[src/rtl/scan_sequencer.sv]
// scan_sequencer: steps the register-file scan chain to dump, load or swap contents over byte streams.
// Optional SCAN_SEQ_CRC_EN appends a CRC-8 of every sampled chain bit to DUMP/SWAP output.
module scan_sequencer #(
    parameter int DATA_BUS_WIDTH  = 8,
    parameter int CHAIN_REGISTERS = 12
) (
    input  logic                      clock,
    input  logic                      reset,
    input  logic                      cmd_valid,
    output logic                      cmd_ready,
    input  logic [1:0]                cmd_op,
    input  logic                      in_valid,
    output logic                      in_ready,
    input  logic [DATA_BUS_WIDTH-1:0] in_data,
    output logic                      out_valid,
    input  logic                      out_ready,
    output logic [DATA_BUS_WIDTH-1:0] out_data,
    output logic                      test,
    output logic                      scan_in,
    input  logic                      scan_out,
    output logic                      datapath_halt,
    output logic                      done
);
    localparam int BW = DATA_BUS_WIDTH > 1 ? $clog2(DATA_BUS_WIDTH) : 1;
    localparam int CW = $clog2(CHAIN_REGISTERS + 1);
    localparam logic [1:0] OP_DUMP = 2'd0;
    localparam logic [1:0] OP_LOAD = 2'd1;
    localparam logic [1:0] OP_NOP  = 2'd3;

`ifdef SCAN_SEQ_CRC_EN
    typedef enum logic [2:0] {IDLE, FETCH, SHIFT, EMIT, NEXT, CRC} state_t;
`else
    typedef enum logic [2:0] {IDLE, FETCH, SHIFT, EMIT, NEXT} state_t;
`endif

    state_t                    state_q, state_d;
    logic [1:0]                op_q;
    logic [CW-1:0]             byte_cnt;
    logic [BW-1:0]             bit_cnt;
    logic [DATA_BUS_WIDTH-1:0] in_buf, out_buf;
    logic                      last_bit, last_byte, done_d;
`ifdef SCAN_SEQ_CRC_EN
    logic [7:0]                crc_q, crc_d;
`endif

    assign last_bit  = bit_cnt == BW'(DATA_BUS_WIDTH - 1);
    assign last_byte = byte_cnt == CW'(1);

    always_ff @(posedge clock or negedge reset) begin
        if (!reset) state_q <= IDLE;
        else        state_q <= state_d;
    end

    always_comb begin
        state_d       = state_q;
        cmd_ready     = state_q == IDLE;
        in_ready      = state_q == FETCH && op_q != OP_DUMP;
        out_valid     = state_q == EMIT;
        out_data      = out_buf;
        test          = state_q == SHIFT;
        // DUMP feeds the chain its own output so the contents rotate back into place
        scan_in       = test && (op_q == OP_DUMP ? scan_out : in_buf[bit_cnt]);
        datapath_halt = state_q != IDLE;
`ifdef SCAN_SEQ_CRC_EN
        crc_d = {crc_q[6:0], 1'b0} ^ ({8{crc_q[7] ^ scan_out}} & 8'h07);
        if (state_q == CRC) begin
            out_valid = 1'b1;
            out_data  = DATA_BUS_WIDTH'(crc_q);
        end
`endif
        case (state_q)
            IDLE:    if (cmd_valid && cmd_op != OP_NOP) state_d = FETCH;
            FETCH:   if (op_q == OP_DUMP || in_valid) state_d = SHIFT;
            SHIFT:   if (last_bit) state_d = op_q == OP_LOAD ? NEXT : EMIT;
            EMIT:    if (out_ready) state_d = NEXT;
`ifdef SCAN_SEQ_CRC_EN
            NEXT:    state_d = !last_byte ? FETCH : op_q == OP_LOAD ? IDLE : CRC;
            CRC:     if (out_ready) state_d = IDLE;
`else
            NEXT:    state_d = last_byte ? IDLE : FETCH;
`endif
            default: state_d = IDLE;
        endcase
        // reserved op completes straight from IDLE
        done_d = (state_q == IDLE && cmd_valid && cmd_op == OP_NOP) || (state_q != IDLE && state_d == IDLE);
    end

    always_ff @(posedge clock or negedge reset) begin
        if (!reset) begin
            op_q     <= OP_DUMP;
            byte_cnt <= '0;
            bit_cnt  <= '0;
            in_buf   <= '0;
            out_buf  <= '0;
            done     <= 1'b0;
        end else begin
            done <= done_d;
            if (state_q == IDLE && cmd_valid) begin
                op_q     <= cmd_op;
                byte_cnt <= CW'(CHAIN_REGISTERS);
            end
            if (in_ready && in_valid) in_buf <= in_data;
            if (test) begin
                out_buf[bit_cnt] <= scan_out;
                bit_cnt          <= last_bit ? '0 : bit_cnt + 1'b1;
            end
            if (state_q == NEXT) byte_cnt <= byte_cnt - 1'b1;
        end
    end

`ifdef SCAN_SEQ_CRC_EN
    always_ff @(posedge clock or negedge reset) begin
        if (!reset)                          crc_q <= '0;
        else if (state_q == IDLE && cmd_valid) crc_q <= '0;
        else if (test && op_q != OP_LOAD)    crc_q <= crc_d;
    end
`endif
endmodule

[config.mk]
export PLATFORM = sky130hd
export DESIGN_NAME = scan_sequencer
export DESIGN_NICKNAME = d
export VERILOG_FILES = /design/src/rtl/scan_sequencer.sv
export SDC_FILE = /design/constraint.sdc
export NUM_CORES = 1
export LEC_CHECK = 0
export CAP_MARGIN = 20
export CORE_MARGIN = 8
export CORE_UTILIZATION = 45
export DETAILED_ROUTE_END_ITERATION = 8
export PLACE_DENSITY = 0.75
export SYNTH_ARGS = -nofsm -noshare
export SYNTH_HDL_FRONTEND = slang
export SYNTH_SLANG_ARGS = --single-unit
[constraint.sdc]
create_clock -name clock -period 1.8 [get_ports clock]
set_input_delay 0.36 -clock clock [delete_from_list [all_inputs] [get_ports clock]]
set_output_delay 0.36 -clock clock [all_outputs]
set_load 0.01 [all_outputs]
==> run_1/clock_map.png <==
Bar = 20 um.
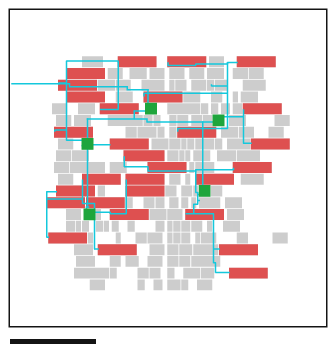
Green stands for cells driving clock nets, count 5. Cyan stands for clock wires, length 383 um. Red stands for flip-flops, count 29.
There are 6 routed clock nets.
clock-net power: 0.458 mW
Clock Skew: 0.0138 ns
clock share of power: 0.126
clk_lat worst skew: 0.33 ns

==> run_1/zoom.png <==
Region (17, 2) to (57, 42) um. Cells in grey, sequential cells in the stronger grey; small squares are vias.
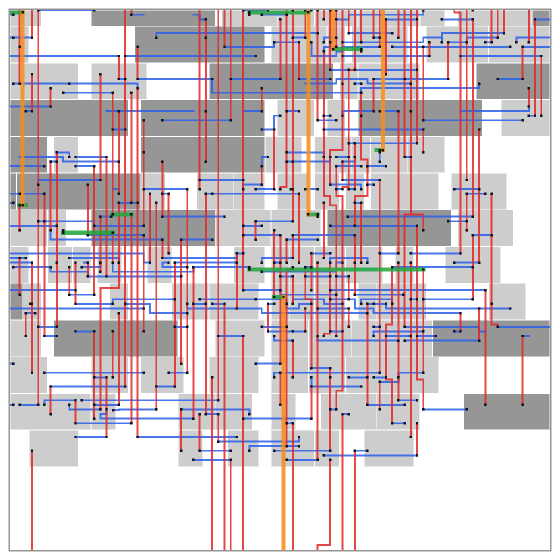
Green stands for met3. Red stands for met2. Orange stands for met4. Blue stands for met1.
92 logic cells have their middle in the window. Netlist names of flops here include `state_q` (3), `bit_cnt` (2), `byte_cnt` (2). Sequential cells in the window: 13. Most frequent: dfrtp_1 (12), buf_4 (11), nand2_1 (9).

==> run_1/metal_stack.png <==
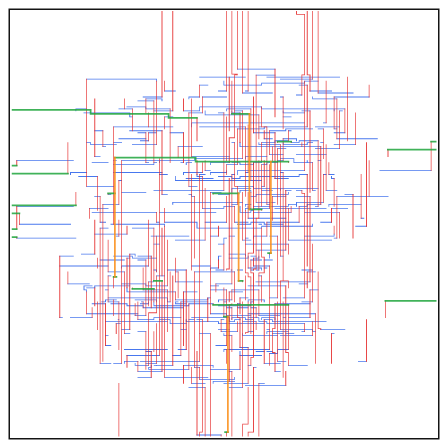
Green stands for met3, wire length 137 um. Red stands for met2, wire length 1990 um. Blue stands for met1, wire length 1430 um. Orange stands for met4, wire length 87.0 um.

==> run_1/final_placement.png <==
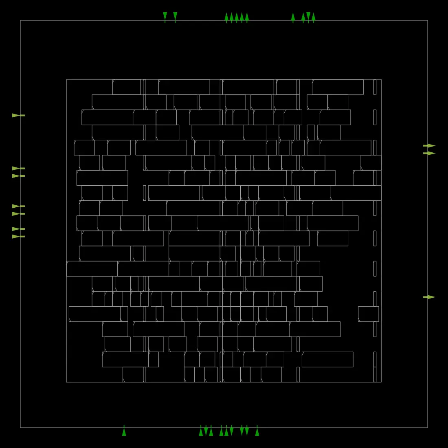
Seq/total area: 0.354
Flops: 29
core box area: 3080 um2
fill cell count: 247

==> results.yml, run 1 <==
# synthesis and place-and-route metrics
clocking:
  post_cts_buffers: 6
  path_clk_slew_ns: 0.10
  cts_tree: "built"
  root_buffer: "clkbuf_4"
  cts.sinks: 29
  cts_buffers: 5
  h-tree-depth: 2
  postCtsHoldBufs: 0
  clock_path_buffers: 2
  ctsResizeCount: 31
yosys:
  synth_stat.cells: 125
  ys_seq_frac: 0.493
  ys_async_sr_fraction: 1.00
  ff_type: "dfrtp_1"
  top_cells_by_area: "dfrtp_1 (49%), mux2_2 (11%), ha_1 (3.4%), mux4_2 (3.1%), nand2_1 (3.1%)"
  synth_cells: 125
  synth_flops: 29
  yosysTopAreaCellShare: 0.493
  yosys_area_um2: 1470
  ys_sh_adder: 0.0340
  synth-xor-area-share: 0
  edf_count: 0
  synthTopCellsByCount: "dfrtp_1 (29), mux2_2 (14), nand2_1 (12)"
  synth_area_um2: 1470
  synth_area_per_cell_um2: 11.8
  syn_nets: 145
  synth.distinct_cells: 39
  yosys_warnings: 0
  yosys.area.top_type: "dfrtp_1"
  top_logic_kind: "simple AND/OR/NAND/NOR gates"
  mux_share: 0.180
  synthAoiAreaFrac: 0.0485
  most_common_cell: "dfrtp_1"
  ys_sh_simple: 0.203
place:
  pre_cts_ws_ns: -0.368
  post_dp_cell_area_um2: 1910
  dp_cells: 210
  port_buffers: 30
  dp_hpwl_um: 2520
  gp_congestion: 0.915
critical_path:
  end_kind: "output pin"
  cp-start-kind: "flip-flop"
  cp.depth: 4
  slowest_delay_ns: 0.55
  r2r_setup_slack_ns: 0.11
  cpMaxStageDelayCell: "mux4_2"
  regToRegStartpoint: "state_q[2]$_DFF_PN0_"
  reg2regPathDepth: 6
  critPathArrivalTime_ns: 1.74
  r2r-end: "out_data[6]$_DFFE_PN0P_"
  setup.worst_path.end: "scan_in"
  required_ns: 1.44
  worstPathCellList: "mux4_2, a211oi_2, nor3_1, buf_2"
  crit_start: "bit_cnt[1]$_DFFE_PN0P_"
  crit_path_max_fanout: 3
  worst-path-buf-inv: 1
  critPathKind: "reg2out"
cells_and_area:
  mi_logic_area_um2: 737
  seqCellArea_um2: 727
  final_common_cell: "dfrtp_1"
  final-nonclk-buf-share: 0.216
  instances_no_fill: 221
  layout.area.top_class: "combinational gates"
  diodes: 0
  fin_nets: 196
  final_area_um2: 2050
  lay_top_cells: "dfrtp_1 (28), clkdlybuf4s50_1 (24), buf_4 (15)"
  area_delta_synth_final_pct: 39.5
  clock_area_frac: 0.0341
  fin_util: 0.667
  comb-cell-share: 0.359
  logic_gates: 87
  drive_gt1_frac: 0.384
  layout.non_clock_inverters: 4
  clkbuf_count: 7
route:
  viasPerCell: 5.32
  dr_total_vias: 1176
  wl_met3_um: 137
  wire_per_inst_um: 16.5
  dr.pass1.iters: 4
  postRouteAntennaNets: 0
  drtIter0Drc: 95
  highest_layer: "met4"
  drc: 0
  wl_met1_um: 1430
  wl_um: 3650
  wl_met2_um: 1990
global_route:
  met3_usage: 0.0371
  overflow: 0
  grt_max_degree: 30
  grt_pass1_wl_um: 5990
  antenna_found_initial: 0
  grt_util_met2: 0.248
  grt_use_total: 0.144
  grt_pass1_vias: 1275
final_timing:
  tightest_slew_ns: 0.378
  slew_violations: 0
  fin_crit_sh: 1.17
  fin_tns_setup_ns: -0.303
  fin_ws_ns: -0.303
  rsz0062_at_grt: "yes"
  hold_ws_ns: 0.419
  fmax_mhz: 475
  setup_viol: 1
power:
  comb_power_mw: 2.00
  power.switching_mw: 1.33
  p_comb_frac: 0.550
  power-top-group: "combinational cells"
  seq_cell_power_mw: 1.18
  internal-power_mw: 2.30
  p_sw_frac: 0.367
  pwr_density_cell_nw_per_um2: 1770
  leakagePower_nw: 0.903
  p_seq_frac: 0.324
  power_mw: 3.63
  ir_drop_mv: 0.876
floorplan:
  fp_util: 0.478
  nWellTaps: 44
  chipWidth_um: 73.2
  rows: 20
  die_h_um: 73.2
  die-area_um2: 5360
  ioPinCount: 31
outcome:
  outcome: "finished with violations"
  violations: "negative setup slack"
worst_hold_path:
  hp-class: "in2async"
run:
  max-cap-violations: 0
  warnings: 29
==> inputs of run 2 (changes only) <==
--- a/config.mk
+++ b/config.mk
@@ -9,6 +9,7 @@
 export CORE_MARGIN = 8
 export CORE_UTILIZATION = 45
 export DETAILED_ROUTE_END_ITERATION = 8
+export HOLD_SLACK_MARGIN = 0.06
 export PLACE_DENSITY = 0.75
 export SYNTH_ARGS = -nofsm -noshare
 export SYNTH_HDL_FRONTEND = slang
==> run_2/clock_map.png <==
Bar = 20 um.
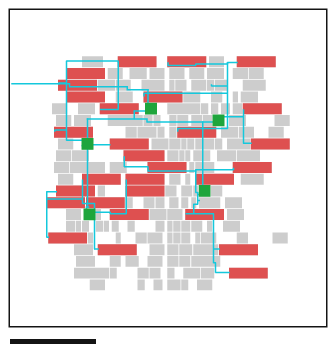

==> run_2/final_placement.png <==
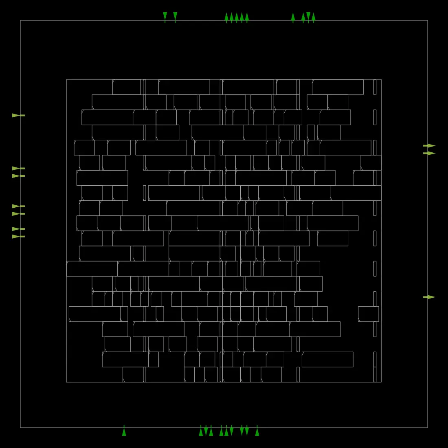
final core area utilization: 0.667
final non-filler cell total: 221

==> results.yml, run 2 <==
# synthesis and place-and-route metrics
power:
  p_comb_frac: 0.550
  power-top-group: "combinational cells"
  power_mw: 3.63
  internal-power_mw: 2.30
  p_seq_frac: 0.324
  leakagePower_nw: 0.903
  pwr_density_cell_nw_per_um2: 1770
  comb_power_mw: 2.00
  p_clk_mw: 0.458
  seq_cell_power_mw: 1.18
  p_sw_frac: 0.367
  pwr-share-clk: 0.126
cells_and_area:
  final_area_um2: 2050
  flops: 29
  clock_area_frac: 0.0341
  comb-cell-share: 0.359
  final_common_cell: "dfrtp_1"
  area_delta_synth_final_pct: 39.5
  final-nonclk-buf-share: 0.216
  layout.non_clock_inverters: 4
  logic_gates: 87
  layout.area.top_class: "combinational gates"
  mi_logic_area_um2: 737
  clkbuf_count: 7
  fin_nets: 196
  seq_share: 0.354
global_route:
  antenna_found_initial: 0
  grt_pass1_vias: 1275
  grt_use_total: 0.144
  overflow: 0
  grt_max_degree: 30
  grt_util_met2: 0.248
yosys:
  edf_count: 0
  most_common_cell: "dfrtp_1"
  yosys_area_um2: 1470
  yosys_warnings: 0
  ys_async_sr_fraction: 1.00
  yosysTopAreaCellShare: 0.493
  ff_type: "dfrtp_1"
  ys_sh_simple: 0.203
  synthAoiAreaFrac: 0.0485
  ys_sh_adder: 0.0340
  synth.distinct_cells: 39
  synth_flops: 29
  top_cells_by_area: "dfrtp_1 (49%), mux2_2 (11%), ha_1 (3.4%), mux4_2 (3.1%), nand2_1 (3.1%)"
  syn_nets: 145
  top_logic_kind: "simple AND/OR/NAND/NOR gates"
  yosys.area.top_type: "dfrtp_1"
  synth_area_per_cell_um2: 11.8
place:
  dp_hpwl_um: 2520
  port_buffers: 30
  gp_congestion: 0.915
  pre_cts_ws_ns: -0.368
critical_path:
  crit_path_max_fanout: 3
  r2r_setup_slack_ns: 0.11
  slowest_delay_ns: 0.55
  crit_start: "bit_cnt[1]$_DFFE_PN0P_"
  critPathKind: "reg2out"
  reg2regPathDepth: 6
  worstPathCellList: "mux4_2, a211oi_2, nor3_1, buf_2"
  cpMaxStageDelayCell: "mux4_2"
  end_kind: "output pin"
  r2r-end: "out_data[6]$_DFFE_PN0P_"
final_timing:
  fin_ws_ns: -0.303
  setup_viol: 1
  tightest_slew_ns: 0.378
  fin_tns_setup_ns: -0.303
  slew_violations: 0
  fin_crit_sh: 1.17
  skew_ns: 0.0138
  fmax_mhz: 475
  rsz0062_at_grt: "yes"
run:
  max-cap-violations: 0
  warnings: 29
floorplan:
  core_um2: 3080
  chipWidth_um: 73.2
  rows: 20
  ioPinCount: 31
  fp_util: 0.478
  die-area_um2: 5360
clocking:
  clk_latency_ns: 0.33
  clock_path_buffers: 2
  post_cts_buffers: 6
  postCtsHoldBufs: 0
  root_buffer: "clkbuf_4"
  cts_buffers: 5
  cts.sinks: 29
  path_clk_slew_ns: 0.10
  ctsResizeCount: 31
  h-tree-depth: 2
route:
  drtIter0Drc: 95
  wl_met1_um: 1430
  wire_per_inst_um: 16.5
  highest_layer: "met4"
  postRouteAntennaNets: 0
  drc: 0
  viasPerCell: 5.32
  dr.pass1.iters: 4
  wl_met3_um: 137
worst_hold_path:
  hp-class: "in2async"
outcome:
  outcome: "finished with violations"
  violations: "negative setup slack"
==> run_2/met3.png <==
Bar = 20 um.
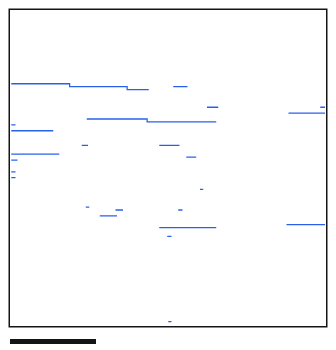
The wires run mostly horizontal. 17 nets have wire on it. The longest straight run is 15.9 um.
Post-Route WL: 3650 um
Vias: 1176
met3 Usage GRT: 0.0371

Power and IR drop assume default switching activity.
